==> run_1/ff_map.png <==
(1.5 px per um) Other sequential cells in the stronger gray, the rest of the logic in the fainter gray.
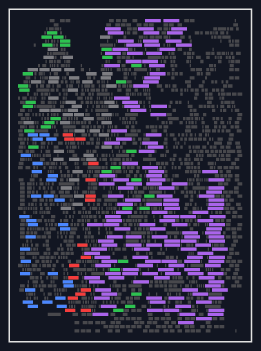
==> run_1/floorplan.png <==
(1.5 px per um) Pins as bars on the die edge.
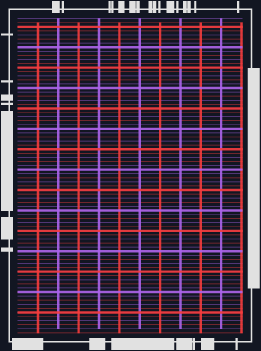
==> run_1/m2.png <==
(1.5 px per um)
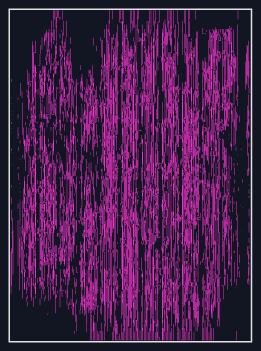
[src/rtl/axi_ctrl_pkg.sv]
// Shared constants and decode types for the accelerator AXI4-Lite control slave.
package axi_ctrl_pkg;

  localparam logic [31:0] ADDR_CTRL   = 32'h0000_0000;
  localparam logic [31:0] ADDR_STATUS = 32'h0000_0004;
  localparam logic [31:0] ADDR_IER    = 32'h0000_0008;
  localparam logic [31:0] ADDR_ENABLE = 32'h0000_0040;
  localparam logic [31:0] ADDR_WEIGHT = 32'h0000_0044;

  localparam logic [1:0] RESP_OKAY   = 2'b00;
  localparam logic [1:0] RESP_SLVERR = 2'b10;

  localparam int CTRL_START = 0;
  localparam int CTRL_DONE  = 1;
  localparam int CTRL_BUSY  = 2;

  typedef enum logic [2:0] {
    SEL_NONE,
    SEL_CTRL,
    SEL_STATUS,
    SEL_IER,
    SEL_ENABLE,
    SEL_WEIGHT
  } reg_sel_e;

  typedef struct packed {
    reg_sel_e   sel;
    logic [7:0] idx;
  } reg_dec_t;

endpackage

[src/rtl/axi_lite_ctrl_slave_if.sv]
// AXI4-Lite bus bundle (32-bit data/address) with master and slave views.
interface axi_lite_ctrl_slave_if;

  logic [31:0] AWADDR;
  logic        AWVALID;
  logic        AWREADY;
  logic [31:0] WDATA;
  logic [3:0]  WSTRB;
  logic        WVALID;
  logic        WREADY;
  logic [1:0]  BRESP;
  logic        BVALID;
  logic        BREADY;
  logic [31:0] ARADDR;
  logic        ARVALID;
  logic        ARREADY;
  logic [31:0] RDATA;
  logic [1:0]  RRESP;
  logic        RVALID;
  logic        RREADY;

  modport master (
    output AWADDR, AWVALID, WDATA, WSTRB, WVALID, BREADY, ARADDR, ARVALID, RREADY,
    input  AWREADY, WREADY, BRESP, BVALID, ARREADY, RDATA, RRESP, RVALID
  );

  modport slave (
    input  AWADDR, AWVALID, WDATA, WSTRB, WVALID, BREADY, ARADDR, ARVALID, RREADY,
    output AWREADY, WREADY, BRESP, BVALID, ARREADY, RDATA, RRESP, RVALID
  );

endinterface

[src/rtl/axi_lite_slave_if.sv]
// AXI4-Lite channel handshakes: independent AW/W latching, B response, registered R path.
// Presents a single-cycle write strobe and read request to the register file.
module axi_lite_slave_if
  import axi_ctrl_pkg::*;
(
  input  logic                 clk,
  input  logic                 reset,
  axi_lite_ctrl_slave_if.slave bus,
  output logic                 wr_en,
  output logic [31:0]          wr_addr,
  output logic [31:0]          wr_data,
  output logic [3:0]           wr_strb,
  input  logic                 wr_err,
  output logic                 rd_en,
  output logic [31:0]          rd_addr,
  input  logic [31:0]          rd_data,
  input  logic                 rd_err
);

  logic        aw_full, w_full;
  logic        aw_full_nx, w_full_nx, rvalid_nx;
  logic [31:0] awaddr_q, wdata_q;
  logic [3:0]  wstrb_q;
  logic        aw_hs, w_hs, b_hs, ar_hs, r_hs;

  assign aw_hs = bus.AWVALID & bus.AWREADY;
  assign w_hs  = bus.WVALID  & bus.WREADY;
  assign b_hs  = bus.BVALID  & bus.BREADY;
  assign ar_hs = bus.ARVALID & bus.ARREADY;
  assign r_hs  = bus.RVALID  & bus.RREADY;

  // Commit on the edge where the second half arrives; BVALID gates repeats.
  assign wr_en   = !bus.BVALID && (aw_full || aw_hs) && (w_full || w_hs);
  assign wr_addr = aw_full ? awaddr_q : bus.AWADDR;
  assign wr_data = w_full  ? wdata_q  : bus.WDATA;
  assign wr_strb = w_full  ? wstrb_q  : bus.WSTRB;

  assign rd_en   = ar_hs;
  assign rd_addr = bus.ARADDR;

  always_comb begin
    aw_full_nx = aw_full;
    w_full_nx  = w_full;
    rvalid_nx  = bus.RVALID;
    if (aw_hs) aw_full_nx = 1'b1;
    if (w_hs)  w_full_nx  = 1'b1;
    if (b_hs) begin
      aw_full_nx = 1'b0;
      w_full_nx  = 1'b0;
    end
    if (ar_hs)     rvalid_nx = 1'b1;
    else if (r_hs) rvalid_nx = 1'b0;
  end

  always_ff @(posedge clk) begin
    if (reset) begin
      aw_full     <= 1'b0;
      w_full      <= 1'b0;
      awaddr_q    <= '0;
      wdata_q     <= '0;
      wstrb_q     <= '0;
      bus.AWREADY <= 1'b0;
      bus.WREADY  <= 1'b0;
      bus.BVALID  <= 1'b0;
      bus.BRESP   <= RESP_OKAY;
      bus.ARREADY <= 1'b0;
      bus.RVALID  <= 1'b0;
      bus.RDATA   <= '0;
      bus.RRESP   <= RESP_OKAY;
    end else begin
      aw_full     <= aw_full_nx;
      w_full      <= w_full_nx;
      bus.AWREADY <= !aw_full_nx;
      bus.WREADY  <= !w_full_nx;
      if (aw_hs) awaddr_q <= bus.AWADDR;
      if (w_hs) begin
        wdata_q <= bus.WDATA;
        wstrb_q <= bus.WSTRB;
      end
      if (wr_en) begin
        bus.BVALID <= 1'b1;
        bus.BRESP  <= wr_err ? RESP_SLVERR : RESP_OKAY;
      end else if (b_hs) begin
        bus.BVALID <= 1'b0;
      end
      bus.ARREADY <= !rvalid_nx;
      bus.RVALID  <= rvalid_nx;
      if (ar_hs) begin
        bus.RDATA <= rd_data;
        bus.RRESP <= rd_err ? RESP_SLVERR : RESP_OKAY;
      end
    end
  end

endmodule

[src/rtl/axi_lite_ctrl_slave.sv]
// Accelerator control register file: CTRL start/done, STATUS busy counter, ENABLE, WEIGHTs.
// Optional macro AXI_CTRL_IRQ_EN adds the IER register at 0x08 and the irq output.
module axi_lite_ctrl_slave
  import axi_ctrl_pkg::*;
#(
  parameter int NUM_WEIGHTS = 10,
  parameter int WEIGHT_W    = 16
) (
  input  logic                            clk,
  input  logic                            reset,
  axi_lite_ctrl_slave_if.slave            bus,
  output logic                            acc_enable,
  output logic [NUM_WEIGHTS*WEIGHT_W-1:0] acc_weights,
  output logic                            acc_start,
  input  logic                            acc_done
`ifdef AXI_CTRL_IRQ_EN
  ,
  output logic                            irq
`endif
);

  logic        wr_en, wr_err, rd_en, rd_err;
  logic [31:0] wr_addr, wr_data, rd_addr, rd_data;
  logic [3:0]  wr_strb;
  reg_dec_t    wr_dec, rd_dec;

  logic                start_q, busy_q, done_q, enable_q;
  logic [31:0]         status_q;
  logic [WEIGHT_W-1:0] weight_q [NUM_WEIGHTS];
  logic [31:0]         ctrl_rd;
  logic                ctrl_wr;
  logic                unused_bits;

`ifdef AXI_CTRL_IRQ_EN
  logic ier_q;
`endif

  axi_lite_slave_if u_if (
    .clk     (clk),
    .reset   (reset),
    .bus     (bus),
    .wr_en   (wr_en),
    .wr_addr (wr_addr),
    .wr_data (wr_data),
    .wr_strb (wr_strb),
    .wr_err  (wr_err),
    .rd_en   (rd_en),
    .rd_addr (rd_addr),
    .rd_data (rd_data),
    .rd_err  (rd_err)
  );

  function automatic reg_dec_t decode(input logic [31:0] addr);
    reg_dec_t    d;
    logic [31:0] a;
    logic [31:0] off;
    a     = {addr[31:2], 2'b00};
    off   = a - ADDR_WEIGHT;
    d.sel = SEL_NONE;
    d.idx = '0;
    if (a == ADDR_CTRL)        d.sel = SEL_CTRL;
    else if (a == ADDR_STATUS) d.sel = SEL_STATUS;
`ifdef AXI_CTRL_IRQ_EN
    else if (a == ADDR_IER)    d.sel = SEL_IER;
`endif
    else if (a == ADDR_ENABLE) d.sel = SEL_ENABLE;
    else if (a >= ADDR_WEIGHT && off < 32'(4 * NUM_WEIGHTS)) begin
      d.sel = SEL_WEIGHT;
      d.idx = 8'(off >> 2);
    end
    return d;
  endfunction

  assign wr_dec      = decode(wr_addr);
  assign rd_dec      = decode(rd_addr);
  assign wr_err      = (wr_dec.sel == SEL_NONE);
  assign rd_err      = (rd_dec.sel == SEL_NONE);
  assign ctrl_wr     = wr_en && (wr_dec.sel == SEL_CTRL) && wr_strb[0];
  assign unused_bits = ^{wr_data, wr_strb};

  assign acc_enable = enable_q;
  for (genvar g = 0; g < NUM_WEIGHTS; g++) begin : g_pack
    assign acc_weights[g*WEIGHT_W +: WEIGHT_W] = weight_q[g];
  end

  always_comb begin
    ctrl_rd             = '0;
    ctrl_rd[CTRL_START] = start_q;
    ctrl_rd[CTRL_DONE]  = done_q;
    ctrl_rd[CTRL_BUSY]  = busy_q;
  end

  always_comb begin
    rd_data = '0;
    if (rd_en) begin
      case (rd_dec.sel)
        SEL_CTRL:   rd_data = ctrl_rd;
        SEL_STATUS: rd_data = status_q;
`ifdef AXI_CTRL_IRQ_EN
        SEL_IER:    rd_data = 32'(ier_q);
`endif
        SEL_ENABLE: rd_data = 32'(enable_q);
        SEL_WEIGHT: begin
          for (int i = 0; i < NUM_WEIGHTS; i++)
            if (rd_dec.idx == 8'(i)) rd_data = 32'(weight_q[i]);
        end
        default: ;
      endcase
    end
  end

  // A pending START launches the job on the following edge; done beats a same-cycle W1C.
  always_ff @(posedge clk) begin
    if (reset) begin
      start_q   <= 1'b0;
      busy_q    <= 1'b0;
      done_q    <= 1'b0;
      acc_start <= 1'b0;
      status_q  <= '0;
    end else begin
      acc_start <= 1'b0;
      if (start_q) begin
        acc_start <= 1'b1;
        start_q   <= 1'b0;
        busy_q    <= 1'b1;
      end else if (ctrl_wr && wr_data[CTRL_START] && !busy_q) begin
        start_q <= 1'b1;
      end
      if (acc_done) begin
        busy_q <= 1'b0;
        done_q <= 1'b1;
      end else if (ctrl_wr && wr_data[CTRL_DONE]) begin
        done_q <= 1'b0;
      end
      if (start_q)
        status_q <= '0;
      else if (busy_q && status_q != 32'hFFFF_FFFF)
        status_q <= status_q + 32'd1;
    end
  end

  always_ff @(posedge clk) begin
    if (reset) begin
      enable_q <= 1'b0;
      for (int i = 0; i < NUM_WEIGHTS; i++) weight_q[i] <= '0;
    end else if (wr_en) begin
      if (wr_dec.sel == SEL_ENABLE && wr_strb[0]) enable_q <= wr_data[0];
      for (int i = 0; i < NUM_WEIGHTS; i++)
        if (wr_dec.sel == SEL_WEIGHT && wr_dec.idx == 8'(i))
          for (int b = 0; b < WEIGHT_W / 8; b++)
            if (wr_strb[b]) weight_q[i][b*8 +: 8] <= wr_data[b*8 +: 8];
    end
  end

`ifdef AXI_CTRL_IRQ_EN
  always_ff @(posedge clk) begin
    if (reset) begin
      ier_q <= 1'b0;
      irq   <= 1'b0;
    end else begin
      if (wr_en && wr_dec.sel == SEL_IER && wr_strb[0]) ier_q <= wr_data[0];
      irq <= done_q & ier_q;
    end
  end
`endif

endmodule

[src/flat_wrapper.sv]
// flat-port wrapper written by rule: the top's interface ports become plain ports
module axi_lite_ctrl_slave_flat import axi_ctrl_pkg::*;
#(
  parameter int NUM_WEIGHTS = 10,
  parameter int WEIGHT_W    = 16
)
  (clk, reset, acc_enable, acc_weights, acc_start, acc_done, bus_AWADDR, bus_AWVALID, bus_WDATA, bus_WSTRB, bus_WVALID, bus_BREADY, bus_ARADDR, bus_ARVALID, bus_RREADY, bus_AWREADY, bus_WREADY, bus_BRESP, bus_BVALID, bus_ARREADY, bus_RDATA, bus_RRESP, bus_RVALID);
  axi_lite_ctrl_slave_if bus_i ();
  input  logic clk;
  input  logic reset;
  output logic acc_enable;
  output logic [NUM_WEIGHTS*WEIGHT_W-1:0] acc_weights;
  output logic acc_start;
  input  logic acc_done;
  input wire logic [$bits(bus_i.AWADDR)-1:0] bus_AWADDR;
  input wire logic [$bits(bus_i.AWVALID)-1:0] bus_AWVALID;
  input wire logic [$bits(bus_i.WDATA)-1:0] bus_WDATA;
  input wire logic [$bits(bus_i.WSTRB)-1:0] bus_WSTRB;
  input wire logic [$bits(bus_i.WVALID)-1:0] bus_WVALID;
  input wire logic [$bits(bus_i.BREADY)-1:0] bus_BREADY;
  input wire logic [$bits(bus_i.ARADDR)-1:0] bus_ARADDR;
  input wire logic [$bits(bus_i.ARVALID)-1:0] bus_ARVALID;
  input wire logic [$bits(bus_i.RREADY)-1:0] bus_RREADY;
  output wire logic [$bits(bus_i.AWREADY)-1:0] bus_AWREADY;
  output wire logic [$bits(bus_i.WREADY)-1:0] bus_WREADY;
  output wire logic [$bits(bus_i.BRESP)-1:0] bus_BRESP;
  output wire logic [$bits(bus_i.BVALID)-1:0] bus_BVALID;
  output wire logic [$bits(bus_i.ARREADY)-1:0] bus_ARREADY;
  output wire logic [$bits(bus_i.RDATA)-1:0] bus_RDATA;
  output wire logic [$bits(bus_i.RRESP)-1:0] bus_RRESP;
  output wire logic [$bits(bus_i.RVALID)-1:0] bus_RVALID;
  assign bus_i.AWADDR = bus_AWADDR;
  assign bus_i.AWVALID = bus_AWVALID;
  assign bus_i.WDATA = bus_WDATA;
  assign bus_i.WSTRB = bus_WSTRB;
  assign bus_i.WVALID = bus_WVALID;
  assign bus_i.BREADY = bus_BREADY;
  assign bus_i.ARADDR = bus_ARADDR;
  assign bus_i.ARVALID = bus_ARVALID;
  assign bus_i.RREADY = bus_RREADY;
  assign bus_AWREADY = bus_i.AWREADY;
  assign bus_WREADY = bus_i.WREADY;
  assign bus_BRESP = bus_i.BRESP;
  assign bus_BVALID = bus_i.BVALID;
  assign bus_ARREADY = bus_i.ARREADY;
  assign bus_RDATA = bus_i.RDATA;
  assign bus_RRESP = bus_i.RRESP;
  assign bus_RVALID = bus_i.RVALID;
  axi_lite_ctrl_slave #(.NUM_WEIGHTS(NUM_WEIGHTS), .WEIGHT_W(WEIGHT_W)) u_core (.clk(clk), .reset(reset), .bus(bus_i), .acc_enable(acc_enable), .acc_weights(acc_weights), .acc_start(acc_start), .acc_done(acc_done));
endmodule
[config.mk]
export PLATFORM = sky130hd
export DESIGN_NAME = axi_lite_ctrl_slave_flat
export DESIGN_NICKNAME = d
export VERILOG_FILES = /design/src/rtl/axi_ctrl_pkg.sv /design/src/rtl/axi_lite_ctrl_slave_if.sv /design/src/rtl/axi_lite_slave_if.sv /design/src/rtl/axi_lite_ctrl_slave.sv /design/src/flat_wrapper.sv
export SDC_FILE = /design/constraint.sdc
export NUM_CORES = 1
export LEC_CHECK = 0
export CAP_MARGIN = 5
export CORE_ASPECT_RATIO = 1.4
export CORE_MARGIN = 5
export CORE_UTILIZATION = 47
export DETAILED_ROUTE_END_ITERATION = 8
export PLACE_DENSITY = 0.74
export SLEW_MARGIN = 15
export SYNTH_ARGS = -nofsm -noshare
export SYNTH_HDL_FRONTEND = slang
export SYNTH_SLANG_ARGS = --single-unit
export TNS_END_PERCENT = 10
[constraint.sdc]
create_clock -name clk -period 5.36 [get_ports clk]
set_input_delay 1.072 -clock clk [delete_from_list [all_inputs] [get_ports clk]]
set_output_delay 1.072 -clock clk [all_outputs]
set_load 0.02 [all_outputs]
==> qor.csv, run 1 <==
stage,metric,value,unit
yosys,sequential area share after synthesis,49.2,%
global_routing,vias in the first global route,14000,
placement,RePlAce Congestion,0.995,
clock_network,Root Driver,clkbuf_16,
yosys,Largest cells by area,"edfxtp_1 32%, dfxtp_1 17%, nor2_1 6.3%, nand2_1 5.7%, a21oi_1 4.0%",
final_timing,Clock Skews,0.0287,ns
route,Vias,14600,
yosys,Yosys Instances,1632,
clock_network,post-CTS setup buffer count,0,
worst_setup_path,WS Path Type,in -> reg,
yosys,synth cell count leaders,"250 x nor2_1, 227 x nand2_1, 160 x edfxtp_1",
global_routing,Global Route Usage Sum,31.2,%
placement,Post-DP HPWL,45100,um
route,routed len/inst,24.6,um
yosys,synth warn,0,
power_and_ir_drop,pwr/cell area,271,mW/mm2
yosys,syn avg cell area,9.13,um2
yosys,Max-area cell share,32.2,%
worst_setup_path,CP required,5.77,ns
final_timing,relative slew slack,26.1,%
clock_network,CTS Buffer Depth,3,
floorplan,die width,160,um
route,Residual DRC,0,
clock_network,CTS resizes,0,
min_path,Hold/Removal Path Class,reg -> reg,
floorplan,fp util,47.4,%
cells_and_area,"Design Area, Final",0.0195,mm2
yosys,number of enable flip-flop cells,160,
global_routing,initial antenna violation count,1,
yosys,Mapped Area,0.0149,mm2
clock_network,"Hold-fix buffers, CTS",0,
placement,"Cell Area, Placed",0.0185,mm2
final_timing,worst slew pin tran,1.11,ns
yosys,Yosys chip area,0.0149,mm2
final_timing,setup violators final,0,
final_timing,Max Slew Vio Count,0,
cells_and_area,fin cells,2352,
global_routing,GRT Residual Overflow,0,
route,Starting DRT DRC Count,1415,
final_timing,RSZ-0062 raised after global routing,false,
status,outcome,finished clean,
power_and_ir_drop,LEAKAGE,6.40,nW
final_timing,minimum clock period,4.76,ns
floorplan,Ports,311,
yosys,dominant cell type by area after synthesis,edfxtp_1,
worst_setup_path,Crit path arrival time,5.17,ns
clock_network,# clock sinks,286,
final_timing,Max Clk Rate,210,MHz
run,max-cap viol count,0,
floorplan,Rows,77,
yosys,Cell Type Count,77,
final_timing,cycle use final,88.7,%
cells_and_area,Final Net Count,2049,
yosys,ys flops,286,
worst_setup_path,Crit. End Element,flip-flop,
cells_and_area,layout cells sized above 1,10.1,%
route,Initial DRT Pass Iterations,6,
route,Routed Antenna Nets,0,
clock_network,CTS tree,built,
final_timing,final hold viol count,0,
route,via-per-instance ratio,6.22,
clock_network,clock-pin slew on the worst setup and hold paths,0.06,ns
cells_and_area,area added between synthesis and finish,31.0,%
clock_network,H-tree levels,1,
final_timing,worst hold margin,0.451,ns
yosys,Mapped Cells,1632,
placement,I/O Buffers,286,
yosys,asr flop ratio synth,0,%
placement,Placed Instances,2300,
floorplan,die area,0.0354,mm2
yosys,"Top FF cell, synth",edfxtp_1,
yosys,Synth top cell by count,nor2_1,
global_routing,pin count of the biggest net entering global routing,76,
global_routing,global-route wire length before repair,85100,um
worst_setup_path,crit start category,input port,
run,tool warnings,52,
clock_network,insertion delay to the later sink of the worst-skew pair,0.57,ns
worst_setup_path,crit-path max FO,25,
clock_network,total CTS buffers,28,
Back to the opening pictures, ff_map.png:
[u_core.weight_q] purple | flops: 160
[u_core.u_if.wdata_q] red | flops: 16
[u_core.u_if.awaddr_q] blue | flops: 30
[u_core.u_if.bus.RDATA] green | flops: 32
not colored: 48
sequential cell area share: 37.5%
final core occ: 62.1%
storage element area: 0.00733 mm2

Back to the opening pictures, floorplan.png:
[VDD] purple
[VSS] red
met1 rails: 78
met4 straps: 11
met5 straps: 15
signal pins: 311
rows: 77
Die Ht: 221 um
peak supply drop: 0.233 mV
Core Region: 0.0314 mm2

Back to the opening pictures, m2.png:
share of all routed wire: 50%
longest straight run: 88.4 um
wire length on this layer: 28.7 mm
total routed wirelength: 57900 um
Global Route met2 Usage: 55.6%

-- run 1: cells by family after synthesis --
kind of cell	Yosys count	synth area share (%)
other	1	0.0252
xor gates and xnor gates	39	2.29
and+or+nand+nor	788	25.2
muxes	41	2.96
adders and majority gates	6	0.504
AOI/OAI and AO/OA	350	16.3
DFF	286	49.2
buffers and inverters	121	3.44
-- run 1: per-stage QoR --
| step | total power, W | setup TNS [ns] | setup WS [ns] |
|---|---|---|---|
| floorplan | 0.00280 | -0.473 | -0.0296 |
| global placement | 0.00312 | 0 | 0.151 |
| detailed placement | 0.00312 | 0 | 0.127 |
| CTS | 0.00529 | 0 | 0.695 |
| global route | 0.00543 | 0 | 0.360 |
| finish | 0.00528 | 0 | 0.603 |
-- run 1: final timing paths --
path,startpoint,to,slack [ns],cells after the start
min reg2reg,u_core.u_if.wdata_q[2],u_core.u_if.wdata_q[2],0.45,2
max reg2reg,u_core.u_if.aw_full,u_core.weight_q[0][144],0.75,11
min,u_core.u_if.wdata_q[2],u_core.u_if.wdata_q[2],0.45,2
max,bus_ARADDR[3],u_core.u_if.bus.RDATA[9],0.60,13
-- run 1: flip-flops by register name (all words and copies together) (netlist names), 2 cells and up --
name                   cells
u_core.weight_q          160
u_core.u_if.wdata_q       16
u_core.u_if.awaddr_q      30
u_core.u_if.bus.RDATA     32
u_core.status_q           32
u_core.u_if.wstrb_q        2
-- run 1: routing by layer --
layer | wire, um | vias up | GRT usage, %
li1 | - | 6633 | -
met4 | 2870 | 2 | 13.7
met1 | 20000 | 6923 | 35.4
met5 | 18 | - | 0
met3 | 6230 | 164 | 7.68
met2 | 28700 | 913 | 55.6
-- run 1: power breakdown --
group          internal [W]  switching (W)  total (W)  leakage, nW
logic              0.000266       0.000368   0.000634         3.24
registers           0.00238      0.0000755    0.00246         2.67
clock network       0.00133       0.000864    0.00219        0.493
-- run 1: worst max-delay path: stages --
cell and delay, ns:
clkdlybuf4s50_1 0.44, inv_1 0.16, ha_1 0.33, or3b_1 0.47
a21oi_1 0.36, nand4b_1 0.17, nand3_1 0.20, or4_1 0.31
buf_4 0.34, a2111oi_0 0.12, a2111o_1 0.41, a221oi_1 0.62
o31ai_1 0.15
-- run 1: layout by cell type, fill, tap and decap left out, types with 29 or more instances in the layout --
master,synthesis,routed
clkdlybuf4s50_1,0,285
nand3_1,66,66
buf_4,3,89
edfxtp_1,160,160
dfxtp_1,126,125
clkbuf_16,0,29
nand2_1,227,227
nor2_1,250,250
and3_1,32,32
nor3_1,44,42
o21ai_0,40,40
nand4_1,33,33
a21oi_1,118,118
-- run 1: layout make-up --
type / instances / area [um2]
clock inverter: 13 / 238
timing repair buffer: 375 / 3530
tap: 395 / 494
multi-input combinational: 1226 / 7070
inverter: 18 / 67.6
fill: 2638 / 11900
antenna: 1 / 2.50
sequential: 286 / 7330
clock buffer: 38 / 790
==> run_1/util_map.png <==
(1.5 px per um) The die is cut into 16 by 22 equal tiles; black is low, pale yellow is high, 0 to 100% covered.
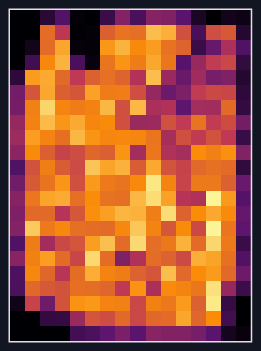

==> run 2, diff against run 1 <==
--- a/config.mk
+++ b/config.mk
@@ -11,7 +11,7 @@
 export CORE_UTILIZATION = 47
 export DETAILED_ROUTE_END_ITERATION = 8
 export PLACE_DENSITY = 0.74
-export SLEW_MARGIN = 15
+export SLEW_MARGIN = 20
 export SYNTH_ARGS = -nofsm -noshare
 export SYNTH_HDL_FRONTEND = slang
 export SYNTH_SLANG_ARGS = --single-unit
==> run_2/util_map.png <==
(1.5 px per um) The die is cut into 16 by 22 equal tiles; black is low, pale yellow is high, 0 to 100% covered.
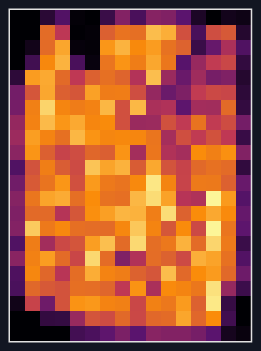
mean over tiles: 54%
nearly empty tiles: 6.0%
densest ninth of the die: center
fullest tile: 98%
emptiest ninth of the die: upper right
fp util: 47.4%
final core occ: 62.2%

==> qor.csv, run 2 <==
stage,metric,value,unit,change
cells_and_area,"Design Area, Final",0.0195,mm2,about the same
worst_setup_path,R2R Path End,u_core.weight_q[0][144],,
yosys,Mapped Area,0.0149,mm2,unchanged
clock_network,CTS tree,built,,
final_timing,Clock Skews,0.0280,ns,-0.000674 ns
global_routing,pin count of the biggest net entering global routing,76,,unchanged
power_and_ir_drop,sequential share of power,46.5,%,about the same
power_and_ir_drop,pwr/cell area,271,mW/mm2,about the same
power_and_ir_drop,Switching Share,24.8,%,about the same
yosys,number of enable flip-flop cells,160,,unchanged
cells_and_area,Final Net Count,2049,,unchanged
final_timing,minimum clock period,4.77,ns,+0.0129 ns
clock_network,Root Driver,clkbuf_16,,
final_timing,setup violators final,0,,unchanged
cells_and_area,most frequent cells in the layout,"285 x clkdlybuf4s50_1, 250 x nor2_1, 226 x nand2_1, 160 x edfxtp_1, 125 x dfxtp_1",,
cells_and_area,layout cells sized above 1,10.1,%,+0.051 points
yosys,Max-area cell share,32.2,%,unchanged
worst_setup_path,worst-path cell chain,clkdlybuf4s50_1 > inv_1 > ha_1 > or3b_1 > a21oi_1 > nand4b_1 > nand3_1 > or4_1 > buf_4 > a2111oi_0 > a2111o_1 > a221oi_1 > o31ai_1,,
run,tool warnings,52,,unchanged
run,max-cap viol count,0,,unchanged
global_routing,initial antenna violation count,1,,unchanged
route,via-per-instance ratio,6.22,,-0.10%
cells_and_area,most flop-heavy register,u_core.weight_q,,
global_routing,Global Route Usage Sum,31.2,%,unchanged
worst_setup_path,CP required,5.77,ns,about the same
worst_setup_path,"Slowest-stage cell, CP",a221oi_1,,
route,Vias,14600,,-0.10%
yosys,Largest cells by area,"edfxtp_1 32%, dfxtp_1 17%, nor2_1 6.3%, nand2_1 5.7%, a21oi_1 4.0%",,
cells_and_area,biggest regs,"u_core.weight_q: 160 flops, u_core.status_q: 32 flops, u_core.u_if.bus.RDATA: 32 flops",,
yosys,synth cell count leaders,"250 x nor2_1, 227 x nand2_1, 160 x edfxtp_1",,
clock_network,post-CTS setup buffer count,0,,unchanged
final_timing,Setup Total Neg Slack,0,ns,unchanged
worst_setup_path,R2R Setup Slk,0.78,ns,+0.03 ns
min_path,Hold Path Stages,2,,unchanged
worst_setup_path,Crit. End Element,flip-flop,,
final_timing,Max Clk Rate,210,MHz,-0.27%
yosys,"Top FF cell, synth",edfxtp_1,,
yosys,synth warn,0,,unchanged
global_routing,global-route wire length before repair,85100,um,unchanged
cells_and_area,area added between synthesis and finish,31.0,%,about the same
worst_setup_path,WS Path Type,in -> reg,,
yosys,Mapped Cells,1632,,unchanged
status,outcome,finished clean,,
cells_and_area,number of flip-flops in the largest register,160,,unchanged
power_and_ir_drop,LEAKAGE,6.40,nW,about the same
final_timing,cycle use final,89.0,%,+0.24 points
cells_and_area,fin cells,2352,,unchanged
power_and_ir_drop,Comb pwr share,12.0,%,about the same
floorplan,die width,160,um,unchanged
worst_setup_path,reg2reg start,u_core.u_if.aw_full,,
global_routing,GRT Residual Overflow,0,,unchanged
final_timing,worst slew pin tran,0.963,ns,-0.143 ns
clock_network,H-tree levels,1,,unchanged
yosys,ys flops,286,,unchanged
cells_and_area,Commonest Layout Cell,clkdlybuf4s50_1,,
floorplan,Ports,311,,unchanged
min_path,Hold Path End,u_core.u_if.wdata_q[2],,
placement,RePlAce Congestion,0.995,,unchanged
route,total routed wirelength,57800,um,-0.12%
min_path,hold path start,u_core.u_if.wdata_q[2],,
clock_network,CTS resizes,0,,unchanged
final_timing,Max Slew Vio Count,0,,unchanged
final_timing,worst hold margin,0.451,ns,-0.000228 ns
final_timing,RSZ-0062 raised after global routing,false,,
worst_setup_path,crit-path max FO,25,,unchanged
worst_setup_path,critical path's largest stage delay,0.62,ns,about the same
placement,Placed Instances,2300,,unchanged
power_and_ir_drop,peak supply drop,0.234,mV,+0.25%
clock_network,total CTS buffers,28,,unchanged
worst_setup_path,Worst R2R Path Depth,11,,unchanged
clock_network,insertion delay to the later sink of the worst-skew pair,0.57,ns,about the same
yosys,dominant cell type by area after synthesis,edfxtp_1,,
final_timing,relative slew slack,35.8,%,+9.7 points
yosys,asr flop ratio synth,0,%,unchanged
clock_network,"Hold-fix buffers, CTS",0,,unchanged
cells_and_area,filler cell count,2637,,-0.038%
clock_network,clock-pin slew on the worst setup and hold paths,0.06,ns,about the same
floorplan,Core Region,0.0314,mm2,unchanged
floorplan,die area,0.0354,mm2,unchanged
worst_setup_path,critical path startpoint,bus_ARADDR[3],,
yosys,Synth top cell by count,nor2_1,,
route,Starting DRT DRC Count,1419,,+0.28%
placement,Post-DP HPWL,45100,um,unchanged
route,Routed Antenna Nets,0,,unchanged
final_timing,final hold viol count,0,,unchanged
floorplan,Rows,77,,unchanged
worst_setup_path,crit start category,input port,,
yosys,Yosys chip area,0.0149,mm2,unchanged
yosys,Yosys Instances,1632,,unchanged
yosys,sequential area share after synthesis,49.2,%,unchanged
worst_setup_path,Crit path arrival time,5.18,ns,about the same
global_routing,vias in the first global route,14000,,unchanged
power_and_ir_drop,Int Pwr,0.00397,W,about the same
yosys,Cell Type Count,77,,unchanged
route,Initial DRT Pass Iterations,7,,+1
placement,I/O Buffers,286,,unchanged
clock_network,CTS Buffer Depth,3,,unchanged
min_path,Hold/Removal Path Class,reg -> reg,,
placement,"Cell Area, Placed",0.0185,mm2,unchanged
power_and_ir_drop,sw power,0.00131,W,about the same
clock_network,# clock sinks,286,,unchanged
yosys,syn avg cell area,9.13,um2,unchanged
power_and_ir_drop,clock power share,41.5,%,about the same
route,routed len/inst,24.6,um,-0.12%
route,Residual DRC,0,,unchanged
floorplan,Die Ht,221,um,unchanged
-- run 2: cell counts after synthesis --
Identical to the previous run, type by type.
-- run 2: layer usage --
metal	wire [um]	GRT usage (%)	up-vias
met5	18	0	-
met3	5950	7.68	148
met2	28700	55.6	886
li1	-	-	6637
met1	20300	35.4	6947
met4	2830	13.7	2
-- run 2: final cells by class --
class,instances,area [um2],share of cell area [%]
diodes,1,2.50,0.0128
clock buffers,38,790,4.04
clock inverters,13,238,1.22
inverters,18,67.6,0.346
multi-input cells,1226,7070,36.2
flip-flops and latches,286,7330,37.5
well taps,395,494,2.53
repair buffers,375,3530,18.1
-- run 2: worst max path at each step --
stage | to | slack [ns] | depth (start not counted)
floorplan | u_core.weight_q[0][152] | -0.03 | 16
finish | u_core.u_if.bus.RDATA[9] | 0.59 | 13
global route | u_core.u_if.bus.RDATA[6] | 0.36 | 14
CTS | u_core.u_if.bus.RDATA[9] | 0.69 | 13
detailed placement | u_core.u_if.bus.RDATA[9] | 0.13 | 12
global placement | u_core.u_if.bus.RDATA[9] | 0.15 | 12
-- run 2: kinds of logic after synthesis --
family                     after synthesis  synth area share, %
adders and majority gates                6                0.504
other                                    1               0.0252
and+or+nand+nor                        788                 25.2
xor gates and xnor gates                39                 2.29
muxes                                   41                 2.96
buffers and inverters                  121                 3.44
AOI/OAI and AO/OA                      350                 16.3
DFF                                    286                 49.2
-- run 2: critical path: cells and delay by family --
family                   cells  cell delay, ns
buffers and inverters        3            0.94
AND-OR/OR-AND                5            1.66
AND/OR/NAND/NOR              4            1.15
adder cells (fa/ha/maj)      1            0.33
-- run 2: metrics by stage --
stage | setup WS (ns) | power, W
3_5_place_dp | 0.127 | 0.00312
4_1_cts | 0.695 | 0.00529
3_3_place_gp | 0.151 | 0.00312
2_1_floorplan | -0.0296 | 0.00280
6_report | 0.590 | 0.00528
5_1_grt | 0.360 | 0.00543
-- run 2: power groups by stage --
stage	sequential, W	combinational [W]	clock [W]
3_5_place_dp	0.00250	0.000624	0
3_3_place_gp	0.00250	0.000617	0
5_1_grt	0.00246	0.000672	0.00230
6_report	0.00246	0.000634	0.00219
4_1_cts	0.00245	0.000628	0.00221
2_1_floorplan	0.00253	0.000271	0
==> run 3, diff against run 2 <==
--- a/config.mk
+++ b/config.mk
@@ -10,6 +10,7 @@
 export CORE_MARGIN = 5
 export CORE_UTILIZATION = 47
 export DETAILED_ROUTE_END_ITERATION = 8
+export HOLD_SLACK_MARGIN = 0.08
 export PLACE_DENSITY = 0.74
 export SLEW_MARGIN = 20
 export SYNTH_ARGS = -nofsm -noshare
==> run_3/clock_nets.png <==
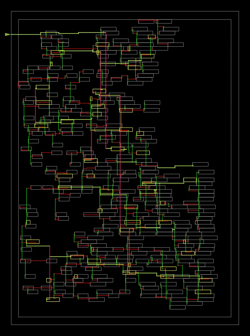
Power Clock: 0.00219 W
# clock sinks: 286
total CTS buffers: 28
Clock buffer cells: 38
Clock Skews: 0.0280 ns

==> qor.csv, run 3 <==
stage,metric,value,unit,change
final_timing,relative slew slack,35.8,%,unchanged
route,Residual DRC,0,,unchanged
yosys,Yosys Instances,1632,,unchanged
floorplan,fp util,47.4,%,unchanged
worst_setup_path,crit-path max FO,25,,unchanged
cells_and_area,area added between synthesis and finish,31.0,%,unchanged
floorplan,die area,0.0354,mm2,unchanged
placement,"worst slack, placed",0.127,ns,unchanged
yosys,Largest cells by area,"edfxtp_1 32%, dfxtp_1 17%, nor2_1 6.3%, nand2_1 5.7%, a21oi_1 4.0%",,
final_timing,final hold viol count,0,,unchanged
final_timing,fin worst setup slack,0.590,ns,unchanged
worst_setup_path,WS Path Type,in -> reg,,
yosys,Mapped Area,0.0149,mm2,unchanged
clock_network,clock-pin slew on the worst setup and hold paths,0.06,ns,about the same
clock_network,CTS Buffer Depth,3,,unchanged
yosys,ys flops,286,,unchanged
yosys,Cell Type Count,77,,unchanged
final_timing,minimum clock period,4.77,ns,unchanged
final_timing,Max Clk Rate,210,MHz,unchanged
final_timing,worst hold margin,0.451,ns,unchanged
yosys,syn avg cell area,9.13,um2,unchanged
cells_and_area,final core occ,62.2,%,unchanged
power_and_ir_drop,clock power share,41.5,%,about the same
final_timing,RSZ-0062 raised after global routing,false,,
min_path,hold path start,u_core.u_if.wdata_q[2],,
power_and_ir_drop,Switching Share,24.8,%,unchanged
cells_and_area,Final Net Count,2049,,unchanged
yosys,Yosys chip area,0.0149,mm2,unchanged
min_path,Hold/Removal Path Class,reg -> reg,,
final_timing,cycle use final,89.0,%,unchanged
worst_setup_path,worst-path cell chain,clkdlybuf4s50_1 > inv_1 > ha_1 > or3b_1 > a21oi_1 > nand4b_1 > nand3_1 > or4_1 > buf_4 > a2111oi_0 > a2111o_1 > a221oi_1 > o31ai_1,,
clock_network,CTS resizes,0,,unchanged
worst_setup_path,CP required,5.77,ns,about the same
global_routing,vias in the first global route,14000,,unchanged
cells_and_area,layout cells sized above 1,10.1,%,unchanged
yosys,Mapped Cells,1632,,unchanged
cells_and_area,number of flip-flops in the largest register,160,,unchanged
cells_and_area,biggest regs,"u_core.weight_q: 160 flops, u_core.status_q: 32 flops, u_core.u_if.bus.RDATA: 32 flops",,
power_and_ir_drop,LEAKAGE,6.40,nW,unchanged
global_routing,pin count of the biggest net entering global routing,76,,unchanged
final_timing,Max Slew Vio Count,0,,unchanged
cells_and_area,most flop-heavy register,u_core.weight_q,,
clock_network,insertion delay to the later sink of the worst-skew pair,0.57,ns,about the same
clock_network,H-tree levels,1,,unchanged
yosys,synth warn,0,,unchanged
route,Vias,14600,,unchanged
run,tool warnings,52,,unchanged
route,Initial DRT Pass Iterations,7,,unchanged
worst_setup_path,Crit. End Element,flip-flop,,
placement,RePlAce Congestion,0.995,,unchanged
floorplan,die width,160,um,unchanged
floorplan,Ports,311,,unchanged
clock_network,Root Driver,clkbuf_16,,
worst_setup_path,"Slowest-stage cell, CP",a221oi_1,,
route,routed len/inst,24.6,um,unchanged
floorplan,Rows,77,,unchanged
clock_network,post-CTS setup buffer count,0,,unchanged
global_routing,global-route wire length before repair,85100,um,unchanged
yosys,synth cell count leaders,"250 x nor2_1, 227 x nand2_1, 160 x edfxtp_1",,
route,Starting DRT DRC Count,1419,,unchanged
worst_setup_path,Crit path arrival time,5.18,ns,about the same
worst_setup_path,critical path's largest stage delay,0.62,ns,about the same
worst_setup_path,reg2reg start,u_core.u_if.aw_full,,
placement,I/O Buffers,286,,unchanged
power_and_ir_drop,Comb pwr share,12.0,%,about the same
placement,Post-DP HPWL,45100,um,unchanged
final_timing,setup violators final,0,,unchanged
cells_and_area,Commonest Layout Cell,clkdlybuf4s50_1,,
route,total routed wirelength,57800,um,unchanged
yosys,asr flop ratio synth,0,%,unchanged
cells_and_area,most frequent cells in the layout,"285 x clkdlybuf4s50_1, 250 x nor2_1, 226 x nand2_1, 160 x edfxtp_1, 125 x dfxtp_1",,
route,via-per-instance ratio,6.22,,unchanged
clock_network,CTS tree,built,,
yosys,number of enable flip-flop cells,160,,unchanged
global_routing,initial antenna violation count,1,,unchanged
cells_and_area,filler cell count,2637,,unchanged
power_and_ir_drop,sequential share of power,46.5,%,about the same
power_and_ir_drop,peak supply drop,0.234,mV,unchanged
status,outcome,finished clean,,
yosys,Max-area cell share,32.2,%,unchanged
global_routing,Global Route Usage Sum,31.2,%,unchanged
final_timing,worst slew pin tran,0.963,ns,unchanged
yosys,"Top FF cell, synth",edfxtp_1,,
power_and_ir_drop,pwr/cell area,271,mW/mm2,unchanged
run,max-cap viol count,0,,unchanged
power_and_ir_drop,Int Pwr,0.00397,W,unchanged
yosys,sequential area share after synthesis,49.2,%,unchanged
floorplan,Core Region,0.0314,mm2,unchanged
global_routing,GRT Residual Overflow,0,,unchanged
worst_setup_path,critical path startpoint,bus_ARADDR[3],,
route,Routed Antenna Nets,0,,unchanged
worst_setup_path,crit start category,input port,,
yosys,dominant cell type by area after synthesis,edfxtp_1,,
floorplan,Die Ht,221,um,unchanged
yosys,Synth top cell by count,nor2_1,,
power_and_ir_drop,sw power,0.00131,W,unchanged
clock_network,"Hold-fix buffers, CTS",0,,unchanged
[run 3: cell counts after synthesis]
Identical to the previous run, type by type.
[run 3: power by group through the flow]
stage / registers, W / clock network (W) / logic (W)
3_5_place_dp: 0.00250 / 0 / 0.000624
5_1_grt: 0.00246 / 0.00230 / 0.000672
2_1_floorplan: 0.00253 / 0 / 0.000271
4_1_cts: 0.00245 / 0.00221 / 0.000628
6_report: 0.00246 / 0.00219 / 0.000634
3_3_place_gp: 0.00250 / 0 / 0.000617
[run 3: path summary, 6_finish.rpt]
kind,end,slack [ns],depth (start not counted)
setup / recovery,u_core.u_if.bus.RDATA[9],0.59,13
hold / removal,u_core.u_if.wdata_q[2],0.45,2
setup reg to reg,u_core.weight_q[0][144],0.78,11
hold reg to reg,u_core.u_if.wdata_q[2],0.45,2
[run 3: cell families after synthesis]
| logic type | Yosys count | share of synthesized area, % |
|---|---|---|
| AND-OR/OR-AND | 350 | 16.3 |
| XOR/XNOR | 39 | 2.29 |
| flip-flops | 286 | 49.2 |
| AND/OR/NAND/NOR | 788 | 25.2 |
| buffers and inverters | 121 | 3.44 |
| adder cells (fa/ha/maj) | 6 | 0.504 |
| other | 1 | 0.0252 |
| multiplexers | 41 | 2.96 |
[run 3: worst max-delay path, delay by kind of cell]
family / cells / cell delay (ns)
buf+inv: 3 / 0.94
simple gates: 4 / 1.15
fa+ha+maj: 1 / 0.33
compound gates: 5 / 1.66
[run 3: through the flow]
step	cells	power, W	cell area (um2)	setup TNS (ns)
2_1_floorplan	1633	0.00280	14900	-0.473
3_3_place_gp	2300	0.00312	18500	0
3_5_place_dp	2300	0.00312	18500	0
4_1_cts	2351	0.00529	19500	0
5_1_grt	2351	0.00543	19500	0
6_report	2352	0.00528	19500	0
[run 3: routing by layer]
layer  track usage, %  share of wire (%)  up-vias
li1                 -                  -     6637
met1             35.4                 35     6947
met2             55.6                 50      886
met3             7.68                 10      148
met4             13.7                4.9        2
met5                0              0.031        -
[run 3: layout make-up]
class / instances / area [um2] / area share, %
Clock buffer: 38 / 790 / 4.04
Timing Repair Buffer: 375 / 3530 / 18.1
Tap cell: 395 / 494 / 2.53
Sequential cell: 286 / 7330 / 37.5
Multi-Input combinational cell: 1226 / 7070 / 36.2
Clock inverter: 13 / 238 / 1.22
Inverter: 18 / 67.6 / 0.346
Antenna cell: 1 / 2.50 / 0.0128
Power figures rest on the tool's default switching activity, not on a simulated workload.
